`src/rtl/fetch_stage_router.sv`:
```
// Registered fetch-stage steering router: each instruction word goes to one of CHANNELS
// one-entry holding registers with valid/ready handshake; bad selects are dropped and counted.
module fetch_stage_router #(
    parameter int WIDTH    = 22,
    parameter int CHANNELS = 2,
    parameter int SEL_W    = 1,
    parameter int CNT_W    = 8
) (
    input  logic                      clk,
    input  logic                      rst_n,
    input  logic                      flush,
    input  logic [WIDTH-1:0]          in_data,
    input  logic [SEL_W-1:0]          in_sel,
    input  logic                      in_valid,
    output logic                      in_ready,
    output logic [CHANNELS*WIDTH-1:0] out_data,
    output logic [CHANNELS-1:0]       out_valid,
    input  logic [CHANNELS-1:0]       out_ready,
    output logic                      sel_err,
    output logic [CNT_W-1:0]          drop_cnt
);

    logic [CHANNELS-1:0] full_q, full_d;
    logic [WIDTH-1:0]    data_q [CHANNELS];
    logic [WIDTH-1:0]    data_d [CHANNELS];
    logic                sel_err_q, sel_err_d;
    logic [CNT_W-1:0]    drop_cnt_q, drop_cnt_d;

    logic [CHANNELS-1:0] sel_hit;
    logic [CHANNELS-1:0] load;
    logic                sel_ok;
    logic                accept;
    logic                drop;

    // One-hot decode keeps out-of-range selects from ever indexing a channel.
    always_comb begin
        sel_hit = '0;
        for (int k = 0; k < CHANNELS; k++) begin
            sel_hit[k] = (32'(in_sel) == $unsigned(k));
        end
        sel_ok = |sel_hit;

        if (flush) begin
            in_ready = 1'b0;
        end else if (!sel_ok) begin
            in_ready = 1'b1;
        end else begin
            in_ready = |(sel_hit & (~full_q | out_ready));
        end

        accept = in_valid & in_ready;
        drop   = accept & ~sel_ok;
        load   = {CHANNELS{accept}} & sel_hit;
    end

    always_comb begin
        full_d     = full_q;
        sel_err_d  = sel_err_q | drop;
        drop_cnt_d = drop_cnt_q;
        for (int k = 0; k < CHANNELS; k++) begin
            data_d[k] = data_q[k];
            if (flush) begin
                full_d[k] = 1'b0;
            end else if (load[k]) begin
                full_d[k] = 1'b1;
                data_d[k] = in_data;
            end else if (full_q[k] && out_ready[k]) begin
                full_d[k] = 1'b0;
            end
        end
        if (drop && (drop_cnt_q != {CNT_W{1'b1}})) begin
            drop_cnt_d = drop_cnt_q + CNT_W'(1);
        end
    end

    always_ff @(posedge clk or negedge rst_n) begin
        if (!rst_n) begin
            full_q     <= '0;
            sel_err_q  <= 1'b0;
            drop_cnt_q <= '0;
            for (int k = 0; k < CHANNELS; k++) begin
                data_q[k] <= '0;
            end
        end else begin
            full_q     <= full_d;
            sel_err_q  <= sel_err_d;
            drop_cnt_q <= drop_cnt_d;
            for (int k = 0; k < CHANNELS; k++) begin
                data_q[k] <= data_d[k];
            end
        end
    end

    // Stale words stay in data_q after a drain, so empty channels are masked to zero.
    always_comb begin
        out_data = '0;
        for (int k = 0; k < CHANNELS; k++) begin
            if (full_q[k]) begin
                out_data[k*WIDTH +: WIDTH] = data_q[k];
            end
        end
    end

    assign out_valid = full_q;
    assign sel_err   = sel_err_q;
    assign drop_cnt  = drop_cnt_q;

endmodule

```
`config.mk`:
```
export PLATFORM = sky130hd
export DESIGN_NAME = fetch_stage_router
export DESIGN_NICKNAME = d
export VERILOG_FILES = /design/src/rtl/fetch_stage_router.sv
export SDC_FILE = /design/constraint.sdc
export NUM_CORES = 1
export LEC_CHECK = 0
export CAP_MARGIN = 15
export CORE_AREA = 2 2 93 68
export CTS_CLUSTER_DIAMETER = 150
export DETAILED_ROUTE_END_ITERATION = 10
export DIE_AREA = 0 0 95 70
export GPL_ROUTABILITY_DRIVEN = 0
export PLACE_DENSITY = 0.76
export RECOVER_POWER = 100
export SLEW_MARGIN = 30
export SYNTH_ARGS = -nofsm -noshare
export SYNTH_HDL_FRONTEND = slang
export SYNTH_SLANG_ARGS = --single-unit
```
`constraint.sdc`:
```
create_clock -name clk -period 1.2 [get_ports clk]
set_input_delay 0.24 -clock clk [delete_from_list [all_inputs] [get_ports clk]]
set_output_delay 0.24 -clock clk [all_outputs]
set_load 0.02 [all_outputs]
```
Figure 1. Port wiring (run 1).
The bar under the picture is 20 um long.
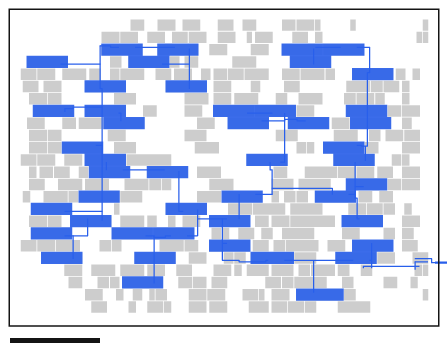
Blue is rst_n, bits 1, direction input, edge right, end cells 46, buffers 3, wire 350 um.
# IOs: 85
Port Buf Inserts: 75

Figure 2. Routing congestion (run 1).
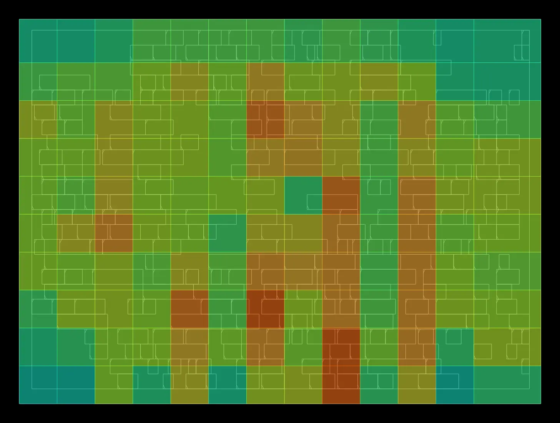
GRT Max-Usage Layer: met2
met2 usage: 28.4%
gr usage total: 17.1%
met3 Resource Use GR: 3.45%
Routed WL per cell: 15.7 um

Figure 3. Wiring by layer (run 1).
Two of the layers only.
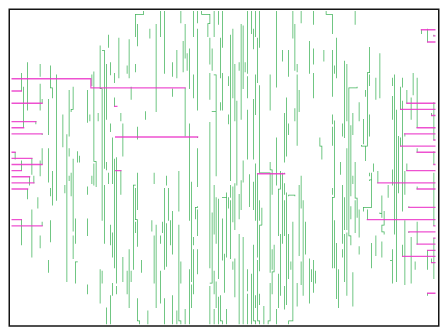
Green is met2, wire length 2760 um. Magenta is met3, wire length 230 um.
routed vias: 1536
Routed WL: 5510 um

Figure 4. Register map, names as in the netlist (run 1).
The bar under the picture is 20 um long.
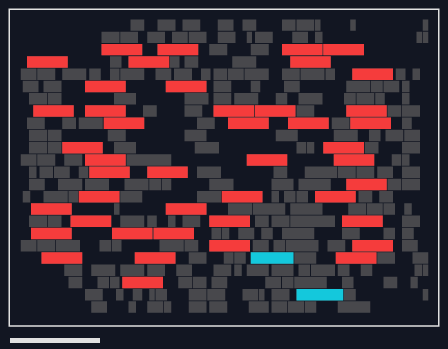
Red is data_q, sequential cells 44. Cyan is out_valid, sequential cells 2.
Final Util: 59.9%
Seq/total area: 32.6%

==> qor.yml, run 1 <==
outcome: "finished with violations"
violations: "negative setup slack"
clock.fmax_mhz: 623
vias_per_cell: 4.39
mostFrequentLayoutCells: "dfrtp_1 (44), buf_6 (34), clkdlybuf4s50_1 (26), and2_4 (23), mux2_4 (23)"
fill_cells: 475
required_ns: 0.96
drive_gt1_share_pct: 61.8
ys_chip_area_um2: 2210
cp-start-kind: "flip-flop"
yosys_warnings: 0
finalSetupTns_ns: -26.80
maxCapViolations: 0
slew_headroom_pct: 58.0
insertion_delay_ns: 0.29
tightest_slew_ns: 0.631
postSynthSeqShare_pct: 52.1
dieArea_um2: 6650
cts_buffers: 5
power.leakage_nw: 1.72
dr.pass1.iters: 2
path_max_fanout: 6
cts_max_level: 2
skew_ns: 0.00550
postSynthAreaPerCell_um2: 13.6
grt_max_degree: 47
ir_worst_vdd_uv: 664
nets: 300
setup_viol: 93
crit_arrival_ns: 1.37
root_buffer: "clkbuf_8"
ant_nets: 0
num_rows: 24
route.detailed.drc: 0
antenna_found_initial: 0
finalWorstSetupSlack_ns: -0.406
cts_max_path_buffers: 2
yosysCellCount: 162
power.total_mw: 4.23
holdWs_ns: 0.376
numSynthFlops: 46
syn_to_final_growth_pct: 60.3
drt_iter0_markers: 29
grt_pass1_wl_um: 8590
fin_cells: 350
rsz0062_at_grt: "yes"
placed_cells: 323
core_um2: 5920
clock_sinks: 46
power_density_nw_per_um2: 1190
die_w_um: 95
grt_pass1_vias: 1649
chipHeight_um: 70
reg2reg_from: "out_valid[1]$_DFFE_PN0P_"
cts_tree: "yes"
n_antenna_cell: 0
syn-cell-area_um2: 2210
netlist_instances: 162
gr-usage-met1_pct: 23.6
worst-setup-path-type: "flip-flop to output pin"
drv_slew: 0
worstHoldStart: "flush"
finalClockPeriodUsage_pct: 134
crit_path_end_kind: "output pin"
crit_start: "out_valid[1]$_DFFE_PN0P_"
hold_violations: 0
grt_overflow: 0
ys_types: 20
path_clk_slew_ns: 0.08
fp_util_pct: 37.4
lay_top_count: "dfrtp_1"
worst_hold_path_type: "input port to flip-flop"
min_period_ns: 1.61
dpl.hpwl_um: 3220
warnings: 29
-- run 1: kinds of logic after synthesis --
logic type	after synthesis	synth area share, %
muxes	45	26.1
buffers and inverters	18	6.51
DFF	46	52.1
other	1	0.170
AOI/OAI and AO/OA	2	0.566
and+or+nand+nor	50	14.6
-- run 1: synth_stat cells --
cell type | n | share of area, %
mux2_2 | 25 | 13
nand3b_2 | 1 | 0.51
mux2i_1 | 1 | 0.45
buf_6 | 1 | 0.51
o21bai_1 | 1 | 0.34
mux2_4 | 19 | 13
nor2b_2 | 1 | 0.40
buf_4 | 9 | 3.1
clkbuf_1 | 4 | 0.68
conb_1 | 1 | 0.17
and2_1 | 42 | 12
buf_2 | 2 | 0.45
buf_12 | 2 | 1.8
nand2b_1 | 1 | 0.28
and3_1 | 1 | 0.28
dfrtp_1 | 46 | 52
nor2_1 | 1 | 0.17
o21ai_0 | 1 | 0.23
and2_2 | 2 | 0.68
nand2b_2 | 1 | 0.40
-- run 1: worst paths after layout --
kind / to / cells past startpoint / slack [ns]
worst min register to register: data_q[20]$_DFFE_PN0P_ / 1 / 0.51
worst max-delay path: out_data[40] / 4 / -0.41
worst min-delay path: out_valid[0]$_DFFE_PN0P_ / 3 / 0.38
max in group asynchronous: out_valid[1]$_DFFE_PN0P_ / 3 / 0.12
min in group asynchronous: data_q[22]$_DFFE_PN0P_ / 3 / 0.61
worst max register to register: data_q[15]$_DFFE_PN0P_ / 5 / -0.40
-- run 1: what timing repair did --
action / in CTS / in global routing
resized: 223 / 79
gates cloned: 5 / 0
setup buffers: 11 / 6
endpoints found under the setup margin: 92 / 93
pin swaps: 1 / 2
hold buffers: 1 / 0
endpoints found under the hold margin: 46 / 0
-- run 1: area by class of cell --
type                            count  area [um^2]  share of cell area (%)
Tap cell                           78         97.6                    2.75
Clock buffer                        7         86.3                    2.44
Sequential cell                    46         1160                    32.6
Timing Repair Buffer              112         1150                    32.4
Multi-Input combinational cell    106         1050                    29.6
Clock inverter                      1         5.00                   0.141
-- run 1: per-layer routing --
metal	part of all wire (%)	vias up	wire, um
met1	45	752	2510
met2	50	45	2760
met4	0.25	0	14
met5	0	-	0
met3	4.2	3	230
li1	-	736	-
-- run 1: registers in the layout, summed over array words and instances, names as in the netlist --
register	count
data_q	44
out_valid	2
-- run 1: stage by stage --
stage	setup WS [ns]	cell area, um^2
after floorplan	-0.183	2260
after global placement	-0.604	3150
after detailed placement	-0.677	3150
after CTS	-0.415	3370
after global routing	-0.484	3540
final	-0.406	3540
-- run 1: worst max-delay path, cell delays in order (launching register included) --
cell	delay (ns)
dfrtp_4	0.51
buf_4	0.16
buf_16	0.13
and2_1	0.13
buf_4	0.15
-- run 1: where the power goes --
| part | internal, mW | switching (mW) | total, mW |
|---|---|---|---|
| clock | 0.465 | 0.493 | 0.959 |
| combinational | 0.800 | 0.453 | 1.25 |
| sequential | 1.86 | 0.164 | 2.02 |
| total | 3.12 | 1.11 | 4.23 |
--- run 2 (diff from run 1) ---
- SLEW_MARGIN: 30 -> 15
Figure 5. Routing congestion (run 2).
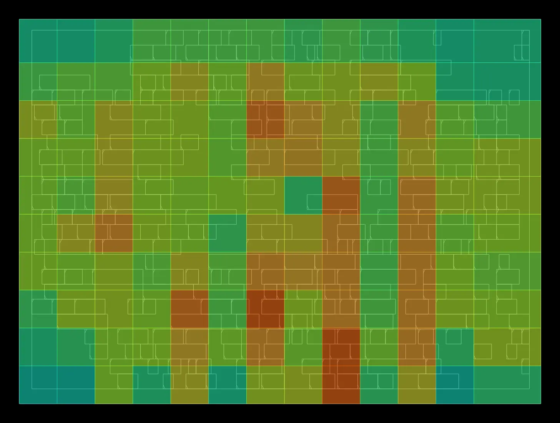
met1 Use GR: 23.6%

Figure 6. Signal wires on met1 (run 2).
The bar under the picture is 20 um long. Supply wires on this layer in gray.
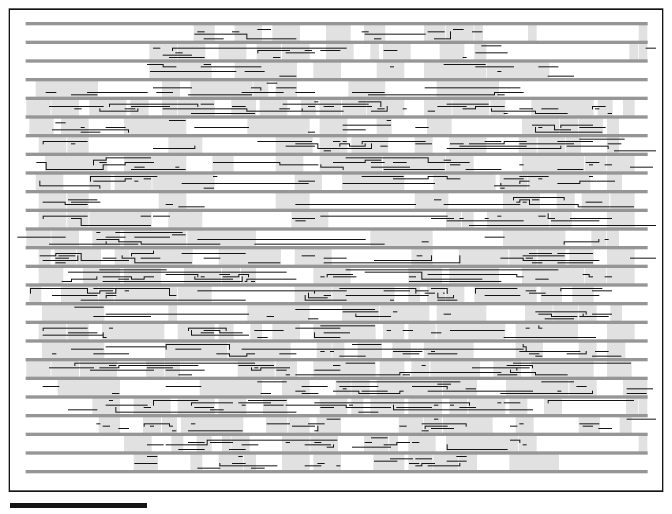
The layer carries 2510 um of wire. 253 nets have wire on it. The longest straight run is 40.9 um.

Figure 7. Wiring by layer (run 2).
Two of the layers only.
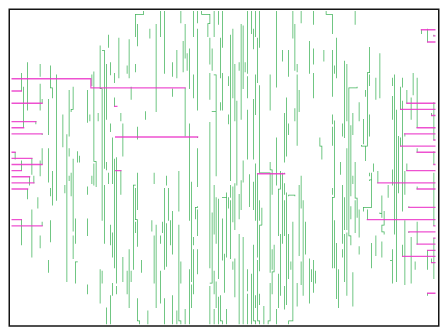
Green is met2, wire length 2760 um. Magenta is met3, wire length 230 um.

==> qor.yml, run 2 <==
via_count: 1536  # unchanged
skew_ns: 0.00550  # unchanged
n_antenna_cell: 0  # unchanged
worst_hold_path_type: "input port to flip-flop"
switching_share_pct: 26.2  # unchanged
path_max_fanout: 6  # unchanged
setup_viol: 93  # unchanged
portBuffers: 75  # unchanged
hold_violations: 0  # unchanged
min_period_ns: 1.61  # unchanged
power_frac_seq_pct: 47.8  # about the same
largest_register_ff_count: 44  # unchanged
cts_buffers: 5  # unchanged
vias_per_cell: 4.39  # unchanged
required_ns: 0.96  # about the same
stdcell_area_um2: 3540  # unchanged
switchingPower_mw: 1.11  # unchanged
async_reset_ff_share_pct: 100  # unchanged
route.detailed.drc: 0  # unchanged
netlist_instances: 162  # unchanged
cpLargestDelayFamily: "flip-flops"
synth.most_common_cell: "dfrtp_1"
pwr-share-comb_pct: 29.6  # about the same
violations: "negative setup slack"
antenna_found_initial: 0  # unchanged
cp-start-kind: "flip-flop"
cts_max_level: 2  # unchanged
dieArea_um2: 6650  # unchanged
cts_tree: "yes"
numSynthFlops: 46  # unchanged
top_cell_area_share_pct: 52.1  # unchanged
yosys.area.top_type: "dfrtp_1"
slew_headroom_pct: 58.0  # unchanged
edf_count: 0  # unchanged
wl_met1_um: 2510  # unchanged
path_cells: "buf_4 > buf_16 > and2_1 > buf_4"
power.total_mw: 4.23  # unchanged
dr.pass1.iters: 2  # unchanged
outcome: "finished with violations"
top_layer: "met4"
ys_chip_area_um2: 2210  # unchanged
yosys_warnings: 0  # unchanged
grt_pass1_vias: 1649  # unchanged
grt_pass1_wl_um: 8590  # unchanged
insertion_delay_ns: 0.29  # about the same
fp_util_pct: 37.4  # unchanged
topCellsByArea: "dfrtp_1 (52%), mux2_4 (13%), mux2_2 (13%)"
tightest_slew_ns: 0.631  # unchanged
core_um2: 5920  # unchanged
cts_max_path_buffers: 2  # unchanged
postSynthAreaPerCell_um2: 13.6  # unchanged
drive_gt1_share_pct: 61.8  # unchanged
wl_met3_um: 230  # unchanged
io_pins: 85  # unchanged
ir_worst_vdd_uv: 664  # unchanged
chipHeight_um: 70  # unchanged
finalSetupTns_ns: -26.80  # unchanged
top_register: "data_q"
top_cells_by_count: "dfrtp_1 (46), and2_1 (42), mux2_2 (25), mux2_4 (19), buf_4 (9)"
grt_overflow: 0  # unchanged
wl_per_cell_um: 15.7  # unchanged
path_clk_slew_ns: 0.08  # about the same
power.leakage_nw: 1.72  # unchanged
power_density_nw_per_um2: 1190  # unchanged
clock.fmax_mhz: 623  # unchanged
nets: 300  # unchanged
p_int_mw: 3.12  # unchanged
worst-setup-path-type: "flip-flop to output pin"
maxCapViolations: 0  # unchanged
holdWs_ns: 0.376  # unchanged
wl_met2_um: 2760  # unchanged
cpPeakStageDelay_ns: 0.51  # about the same
groute.usage.overall_pct: 17.1  # unchanged
finalClockPeriodUsage_pct: 134  # unchanged
fin_cells: 350  # unchanged
drv_slew: 0  # unchanged
wl_um: 5510  # unchanged
syn_to_final_growth_pct: 60.3  # unchanged
cpMostUsedCell: "buf_4"
mostFrequentLayoutCells: "dfrtp_1 (44), buf_6 (34), clkdlybuf4s50_1 (26), and2_4 (23), mux2_4 (23)"
syn-cell-area_um2: 2210  # unchanged
postSynthSeqShare_pct: 52.1  # unchanged
root_buffer: "clkbuf_8"
warnings: 29  # unchanged
finalWorstSetupSlack_ns: -0.406  # unchanged
worst-path-buf-inv: 3  # unchanged
lay_top_count: "dfrtp_1"
grt_max_degree: 47  # unchanged
yosysCellCount: 162  # unchanged
rsz0062_at_grt: "yes"
die_w_um: 95  # unchanged
p_clk_share_pct: 22.6  # about the same
placed_cell_area_um2: 3150  # unchanged
worst_path_max_delay_cell: "dfrtp_4"
post-route-util_pct: 59.9  # unchanged
crit_path_end_kind: "output pin"
placed_cells: 323  # unchanged
-- run 2: cell counts after synthesis --
Identical to the previous run, type by type.
-- run 2: layout make-up --
type / count / area, um^2
Fill cell: 475 / 2370
Sequential cell: 46 / 1160
Timing Repair Buffer: 112 / 1150
Multi-Input combinational cell: 106 / 1050
Tap cell: 78 / 97.6
Clock buffer: 7 / 86.3
Clock inverter: 1 / 5.00
-- run 2: repair_timing --
action | CTS | global route
resized | 223 | 79
setup endpoints to repair | 92 | 93
endpoints found under the hold margin | 46 | 0
buffers inserted | 11 | 6
hold buffers | 1 | 0
pin swaps | 1 | 2
cloned | 5 | 0
-- run 2: logic make-up (layout without fill, tap and decap cells) --
logic type | count (synthesis) | count (layout) | synth area share, %
buf+inv | 18 | 120 | 6.51
other cells | 1 | 9 | 0.170
mux | 45 | 45 | 26.1
compound gates | 2 | 2 | 0.566
simple gates | 50 | 50 | 14.6
flops | 46 | 46 | 52.1
-- run 2: tightest hold or removal path, delay by kind of cell --
kind / cells / cell delay [ns]
buf+inv: 2 / 0.34
compound gates: 1 / 0.06
-- run 2: worst paths after layout --
path                                       endpoint                     start  cells past startpoint  slack, ns
hold reg to reg              data_q[20]$_DFFE_PN0P_    data_q[20]$_DFFE_PN0P_                      1       0.51
setup / recovery                       out_data[40]  out_valid[1]$_DFFE_PN0P_                      4      -0.41
min in group asynchronous    data_q[22]$_DFFE_PN0P_                     rst_n                      3       0.61
max in group asynchronous  out_valid[1]$_DFFE_PN0P_                     rst_n                      3       0.12
hold / removal             out_valid[0]$_DFFE_PN0P_                     flush                      3       0.38
setup reg to reg             data_q[15]$_DFFE_PN0P_  out_valid[1]$_DFFE_PN0P_                      5      -0.40
-- run 2: layer usage --
layer  track usage, %  vias up
met4             2.90        0
met1             23.6      752
met2             28.4       45
li1                 -      736
met3             3.45        3
met5                0        -
-- run 2: power by group through the flow --
| stage | clock network [mW] | logic (mW) | registers [mW] |
|---|---|---|---|
| 2_1_floorplan | 0 | 0.646 | 1.98 |
| 3_3_place_gp | 0 | 1.07 | 2.02 |
| 3_5_place_dp | 0 | 1.10 | 2.04 |
| 4_1_cts | 0.999 | 1.17 | 2.01 |
| 5_1_grt | 1.06 | 1.34 | 2.06 |
| 6_report | 0.959 | 1.25 | 2.02 |
--- run 3 (diff from run 2) ---
- CORE_AREA: 2 2 93 68 -> 2 2 88 65
- DIE_AREA: 0 0 95 70 -> 0 0 90 67
- HOLD_SLACK_MARGIN: not set -> 0.08
- PLACE_DENSITY: 0.76 -> 0.79
- clock period: 1.2 -> 1.5 ns (I/O delays scaled with it)
Figure 8. Routing congestion (run 3).
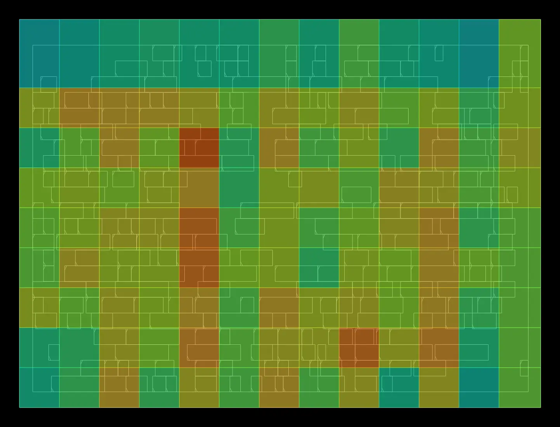
gr usage total: 16.8%
met3 Resource Use GR: 5.77%
Routed WL per cell: 15.1 um

Figure 9. Register map, names as in the netlist (run 3).
The bar under the picture is 20 um long.
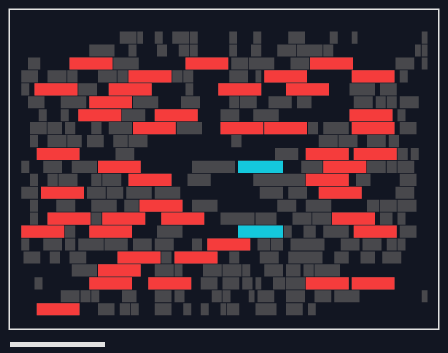
Red is data_q, sequential cells 44, where spread over the die. Cyan is out_valid, sequential cells 2.
Seq/total area: 36.7%
Final Util: 61.4%
register area: 1150 um^2
seq pwr: 1.61 mW

Figure 10. Wiring by layer (run 3).
Two of the layers only.
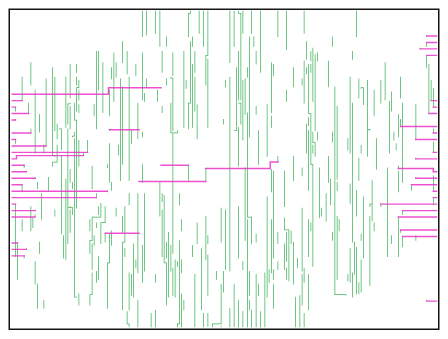
Green is met2, wire length 2240 um. Magenta is met3, wire length 294 um.
Routed WL: 4840 um
routed vias: 1457

==> qor.yml, run 3 <==
dr.pass1.iters: 3  # +1
top_cell_area_share_pct: 52.1  # unchanged
switchingPower_mw: 0.840  # -24%
insertion_delay_ns: 0.30  # about the same
largest_register_ff_count: 44  # unchanged
violations: "negative setup slack"
postSynthAreaPerCell_um2: 13.6  # unchanged
yosysCellCount: 162  # unchanged
cts_tree: "yes"
nets: 278  # -7.3%
yosys_warnings: 0  # unchanged
placed_cells: 312  # -3.4%
lay_top_count: "dfrtp_1"
tightest_slew_ns: 0.619  # -0.0117 ns
async_reset_ff_share_pct: 100  # unchanged
synth.most_common_cell: "dfrtp_1"
syn-cell-area_um2: 2210  # unchanged
grt_pass1_wl_um: 7820  # -9.0%
slew_headroom_pct: 58.7  # +0.78 points
fin_cells: 321  # -8.3%
dpl.hpwl_um: 3280
yosys.area.top_type: "dfrtp_1"
power.leakage_nw: 1.54  # -10%
switching_share_pct: 25.2  # -1.1 points
clock_sinks: 46
maxCapViolations: 0  # unchanged
rsz0062_at_grt: "yes"
stdcell_area_um2: 3140  # -11%
crit_path_end_kind: "output pin"
power_frac_seq_pct: 48.1  # +0.3 points
wl_met2_um: 2240  # -19%
cts_max_level: 2  # unchanged
grt_overflow: 0  # unchanged
grt_max_degree: 47  # unchanged
place_ws_ns: -0.437
path_clk_slew_ns: 0.09  # about the same
core_um2: 5120  # -13%
skew_ns: 0.00728  # +0.00178 ns
cts_max_path_buffers: 2  # unchanged
power_density_nw_per_um2: 1060  # -11%
setup_viol: 3  # -97%
p_int_mw: 2.50  # -20%
io_pins: 85  # unchanged
finalSetupTns_ns: -0.0150  # +26.78 ns
mostFrequentLayoutCells: "dfrtp_1 (44), and2_1 (33), buf_2 (32), clkdlybuf4s50_1 (24), mux2_2 (23)"
clock.fmax_mhz: 664
cpPeakStageDelay_ns: 0.45  # -0.06 ns
finalWorstSetupSlack_ns: -0.00626  # +0.399 ns
route.detailed.drc: 0  # unchanged
topCellsByArea: "dfrtp_1 (52%), mux2_4 (13%), mux2_2 (13%)"
worst_hold_path_type: "input port to flip-flop"
power.total_mw: 3.34  # -21%
cts_buffers: 5  # unchanged
num_rows: 22
grt_pass1_vias: 1467  # -11%
wl_met3_um: 293  # +27%
wl_met1_um: 2260  # -9.7%
n_antenna_cell: 0  # unchanged
top_register: "data_q"
warnings: 28  # -3.4%
r2r_setup_slack_ns: 0.04  # +0.44 ns
ir_worst_vdd_uv: 588  # -12%
worst-setup-path-type: "flip-flop to output pin"
ys_chip_area_um2: 2210  # unchanged
placed_cell_area_um2: 3080  # -2.3%
ant_nets: 0
dieArea_um2: 6030  # -9.3%
flop_cell: "dfrtp_1"
die_w_um: 90  # -5.3%
top_cells_by_count: "dfrtp_1 (46), and2_1 (42), mux2_2 (25), mux2_4 (19), buf_4 (9)"
netlist_instances: 162  # unchanged
required_ns: 1.20  # +0.24 ns
fp_util_pct: 43.2  # +5.8 points
portBuffers: 75  # unchanged
drt_iter0_markers: 58
path_cells: "buf_6 > and2_2 > buf_2"
chipHeight_um: 67  # -4.3%
top_layer: "met4"
postSynthSeqShare_pct: 52.1  # unchanged
outcome: "finished with violations"
worst_path_max_delay_cell: "dfrtp_2"
syn_to_final_growth_pct: 42.2
cp-start-kind: "flip-flop"
p_clk_share_pct: 28.0  # +5.4 points
min_period_ns: 1.51
vias_per_cell: 4.54  # +3.4%
drive_gt1_share_pct: 51.4  # -10 points
numSynthFlops: 46  # unchanged
comb_area_um2: 986  # -6.1%
path_max_fanout: 12  # +6
hold_violations: 0  # unchanged
drv_slew: 0  # unchanged
pwr-share-comb_pct: 23.9  # -5.7 points
fill_cells: 438  # -7.8%
edf_count: 0  # unchanged
finalClockPeriodUsage_pct: 100
antenna_found_initial: 0  # unchanged
ys_types: 20
holdWs_ns: 0.403  # +0.0274 ns
root_buffer: "clkbuf_8"
crit_arrival_ns: 1.21
==> run 3: what timing repair did <==
item                                    in CTS  in global routing
gates resized                              193                 43
hold buffers                                 1                  0
gates cloned                                 0                  1
setup buffers                                0                  0
endpoints found under the setup margin      69                 64
pin swaps                                    1                  2
hold endpoints to repair                    46                  0
==> run 3: final timing paths <==
check	start	cells after the start	to
max reg2reg	out_valid[1]$_DFFE_PN0P_	5	data_q[10]$_DFFE_PN0P_
min in group asynchronous	rst_n	3	data_q[29]$_DFFE_PN0P_
max	out_valid[1]$_DFFE_PN0P_	3	out_data[22]
min reg2reg	data_q[37]$_DFFE_PN0P_	1	data_q[37]$_DFFE_PN0P_
min	flush	3	out_valid[1]$_DFFE_PN0P_
max in group asynchronous	rst_n	3	out_valid[1]$_DFFE_PN0P_
==> run 3: routing by layer <==
layer  track usage (%)  up-vias
li1                  -      690
met1              22.2      712
met2              26.4       50
met3              5.77        5
met4              5.19        0
met5                 0        -
==> run 3: area by class of cell <==
| type | count | share of cell area (%) |
|---|---|---|
| clock buffers | 6 | 2.63 |
| clock inverters | 1 | 0.955 |
| multi-input cells | 106 | 31.4 |
| flip-flops and latches | 46 | 36.7 |
| well taps | 72 | 2.87 |
| repair buffers | 90 | 25.5 |
==> run 3: cell families (layout without fill, tap and decap cells) <==
logic type             after synthesis  after routing  share of synthesized area [%]
AND/OR/NAND/NOR                     50             50                           14.6
AND-OR/OR-AND                        2              2                          0.566
flip-flops                          46             46                           52.1
multiplexers                        45             45                           26.1
other                                1              9                          0.170
buffers and inverters               18             97                           6.51
==> run 3: power by group through the flow <==
| stage | clock network, mW | registers (mW) | logic, mW |
|---|---|---|---|
| CTS | 0.955 | 1.60 | 0.761 |
| global route | 1.01 | 1.64 | 0.856 |
| detailed placement | 0 | 1.62 | 0.823 |
| floorplan | 0 | 1.59 | 0.513 |
| global placement | 0 | 1.61 | 0.802 |
| finish | 0.934 | 1.61 | 0.799 |
==> run 3: critical path, delay by kind of cell (launching register included) <==
kind	cells	cell delay [ns]
DFF	1	0.45
buffers and inverters	2	0.30
and+or+nand+nor	1	0.16
Power is estimated from default activity; no workload was simulated.
